`src/rtl/shift_sub_divider.sv`:
```
// Purpose: 16/8 unsigned restoring divider. Each RUN cycle retires one dividend bit, MSB first.
// Latency: 17 cycles from accept to done for a nonzero divisor; 1 cycle for divide-by-zero.
// Backpressure: start is taken only in IDLE or DONE, ignored during RUN; results hold until the next result.
module shift_sub_divider (
    input  logic        clk,
    input  logic        reset,
    input  logic        start,
    input  logic [15:0] dividend,
    input  logic [7:0]  divisor,
    output logic [15:0] quot,
    output logic [7:0]  rem,
    output logic        busy,
    output logic        done,
    output logic        div_zero
);

    localparam logic [1:0] IDLE = 2'd0;
    localparam logic [1:0] RUN  = 2'd1;
    localparam logic [1:0] DONE = 2'd2;

    logic [1:0]  state;
    logic [15:0] dvd_sr;
    logic [15:0] q_sr;
    logic [7:0]  dsr;
    logic [7:0]  pr;
    logic [4:0]  cnt;

    logic        accept;
    logic [8:0]  shifted;
    logic [8:0]  diff;
    logic        fits;
    logic [7:0]  pr_next;
    logic [15:0] q_next;

    assign accept = start && ((state == IDLE) || (state == DONE));

    // pr < dsr always holds, so shifted < 2*dsr and the 9-bit difference lies in
    // [-255, 254]; its sign bit is therefore an exact "shifted < divisor" borrow.
    assign shifted = {pr, dvd_sr[15]};
    assign diff    = shifted - {1'b0, dsr};
    assign fits    = ~diff[8];
    assign pr_next = fits ? diff[7:0] : shifted[7:0];
    assign q_next  = {q_sr[14:0], fits};

    assign busy = (state == RUN);
    assign done = (state == DONE);

    always_ff @(posedge clk or negedge reset) begin
        if (!reset) begin
            state    <= IDLE;
            dvd_sr   <= '0;
            q_sr     <= '0;
            dsr      <= '0;
            pr       <= '0;
            cnt      <= '0;
            quot     <= '0;
            rem      <= '0;
            div_zero <= 1'b0;
        end else begin
            case (state)
                IDLE, DONE: begin
                    if (accept) begin
                        dvd_sr <= dividend;
                        dsr    <= divisor;
                        pr     <= '0;
                        q_sr   <= '0;
                        cnt    <= 5'd16;
                        if (divisor == 8'd0) begin
                            quot     <= 16'hFFFF;
                            rem      <= dividend[7:0];
                            div_zero <= 1'b1;
                            state    <= DONE;
                        end else begin
                            state <= RUN;
                        end
                    end else begin
                        state <= IDLE;
                    end
                end
                RUN: begin
                    dvd_sr <= {dvd_sr[14:0], 1'b0};
                    pr     <= pr_next;
                    q_sr   <= q_next;
                    cnt    <= cnt - 5'd1;
                    if (cnt == 5'd1) begin
                        quot     <= q_next;
                        rem      <= pr_next;
                        div_zero <= 1'b0;
                        state    <= DONE;
                    end
                end
                default: state <= IDLE;
            endcase
        end
    end

endmodule
```
`config.mk`:
```
export PLATFORM = sky130hd
export DESIGN_NAME = shift_sub_divider
export DESIGN_NICKNAME = d
export VERILOG_FILES = /design/src/rtl/shift_sub_divider.sv
export SDC_FILE = /design/constraint.sdc
export NUM_CORES = 1
export LEC_CHECK = 0
export ABC_AREA = 1
export CORE_MARGIN = 1
export CORE_UTILIZATION = 59
export DETAILED_ROUTE_END_ITERATION = 10
export GPL_TIMING_DRIVEN = 0
export PLACE_DENSITY = 0.81
export RECOVER_POWER = 25
export SLEW_MARGIN = 20
export SYNTH_ARGS = -nofsm -noshare
export SYNTH_HDL_FRONTEND = slang
export SYNTH_SLANG_ARGS = --single-unit
export TNS_END_PERCENT = 100
```
`constraint.sdc`:
```
create_clock -name clk -period 3.15 [get_ports clk]
set_input_delay 0.4725 -clock clk [delete_from_list [all_inputs] [get_ports clk]]
set_output_delay 0.4725 -clock clk [all_outputs]
set_load 0.05 [all_outputs]
```
port_nets.png
Scale bar: 20 µm.
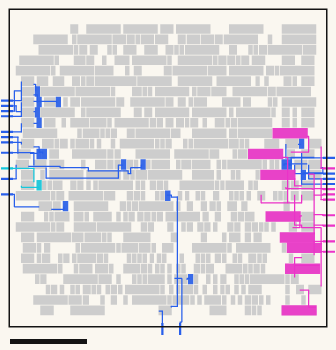
[magenta] rem | bits: 8 | direction: output | end cells: 8 | buffers: 8 | wire: 153 µm
[cyan] done | bits: 1 | direction: output | end cells: 1 | buffers: 1 | wire: 14.3 µm
[blue] dividend | bits: 16 | direction: input | end cells: 16 | buffers: 16 | wire: 267 µm
boundary pin count: 54
count of buffers from port buffering: 53

density.png
Scale bar: 20 µm. 8 x 8 tiles, from white (low) to dark blue (high), 0 to 100% covered.
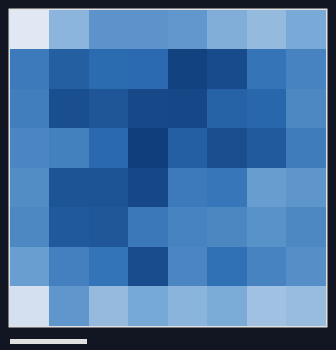
densest ninth of the die: middle
fullest tile: 95%
tiles over 75% full: 34%
core occupancy in the finished layout: 0.764
Core ar.: 0.00610 mm²

## report_power, final
group | internal [W] | total (W) | switching, W
Clock | 0.000383 | 0.000799 | 0.000416
Sequential | 0.00147 | 0.00170 | 0.000234
Combinational | 0.00105 | 0.00304 | 0.00198
## registers in the layout, indices dropped and copies added (netlist names)
register	flops
state	2
quot	16
dvd_sr	16
q_sr	15
pr	8
rem	8
div_zero	1
cnt	5
dsr	8
## metal layers
metal,vias to the layer above,track usage
li1,1567,-
met1,1540,0.387
met2,108,0.450
met3,14,0.0484
met4,0,0.119
met5,-,0
## layout make-up
cell class	count	area (µm²)
Buffer	17	103
Clock buffer	9	124
Clock inverter	7	88.8
Fill cell	443	1440
Inverter	85	319
Multi-Input combinational cell	266	1420
Sequential cell	79	1980
Tap cell	75	93.8
Timing Repair Buffer	54	529
==> impl_metrics.py <==
# Generated from Yosys and OpenROAD reports
metrics = {
    "route": {
        "route.met2.wl_mm": 4.14,
        "top_layer": "met4",
        "detail_route.wirelength.met1_mm": 4.00,
        "met3_layer_wire_length_in_the_routed_design_um": 388,
        "wirelength_per_cell_um": 14.6,
    },
    "final_timing": {
        "timing.fmax_ghz": 0.348,
        "unrepaired_setup_endpoints_after_global_routing": "no",
        "fin_worst_hold_slack_ps": 391,
        "finalHoldViolCount": 0,
        "skew_ps": 10.7,
    },
    "cells_and_area": {
        "syn2layout_area_growth_pct": 21.9,
        "nets": 550,
        "antenna_cells_inserted": 0,
    },
    "yosys": {
        "synthesis.area_per_instance_um2": 8.55,
        "synth-async-reset-ratio": 1.00,
        "synth_nets": 485,
        "ys_seq_share": 0.517,
        "yosys.cell_count.top_type": "nand2_1",
        "ys_sh_simple": 0.216,
        "post_synth_instance_area_mm2": 0.00382,
        "synth_top_area_share": 0.517,
        "post_synth_fa_ha_maj_area_fraction": 0.0380,
    },
    "cts": {
        "clock_sinks": 79,
        "cts_root_buffer": "clkbuf_8",
        "cts_tree": "yes",
    },
    "floorplanning": {
        "die_h_um": 82.5,
        "fp.dieW_um": 82.5,
    },
    "worst_setup_path": {
        "critical_path_arrival_ps": 2400,
        "crit_buf_inv": 3,
        "worst-path-stages": 4,
        "worstPathRequired_ps": 2680,
        "path_delay_family": "buffers and inverters",
        "path_max_fanout": 10,
    },
    "global_route": {
        "grt.total_usage": 0.284,
    },
    "outcome": {
        "outcome": "finished clean",
    },
    "placement": {
        "routability_cong": 0.809,
        "dp_hpwl_mm": 6.29,
    },
    "flow_run": {
        "warning_count": 27,
    },
}
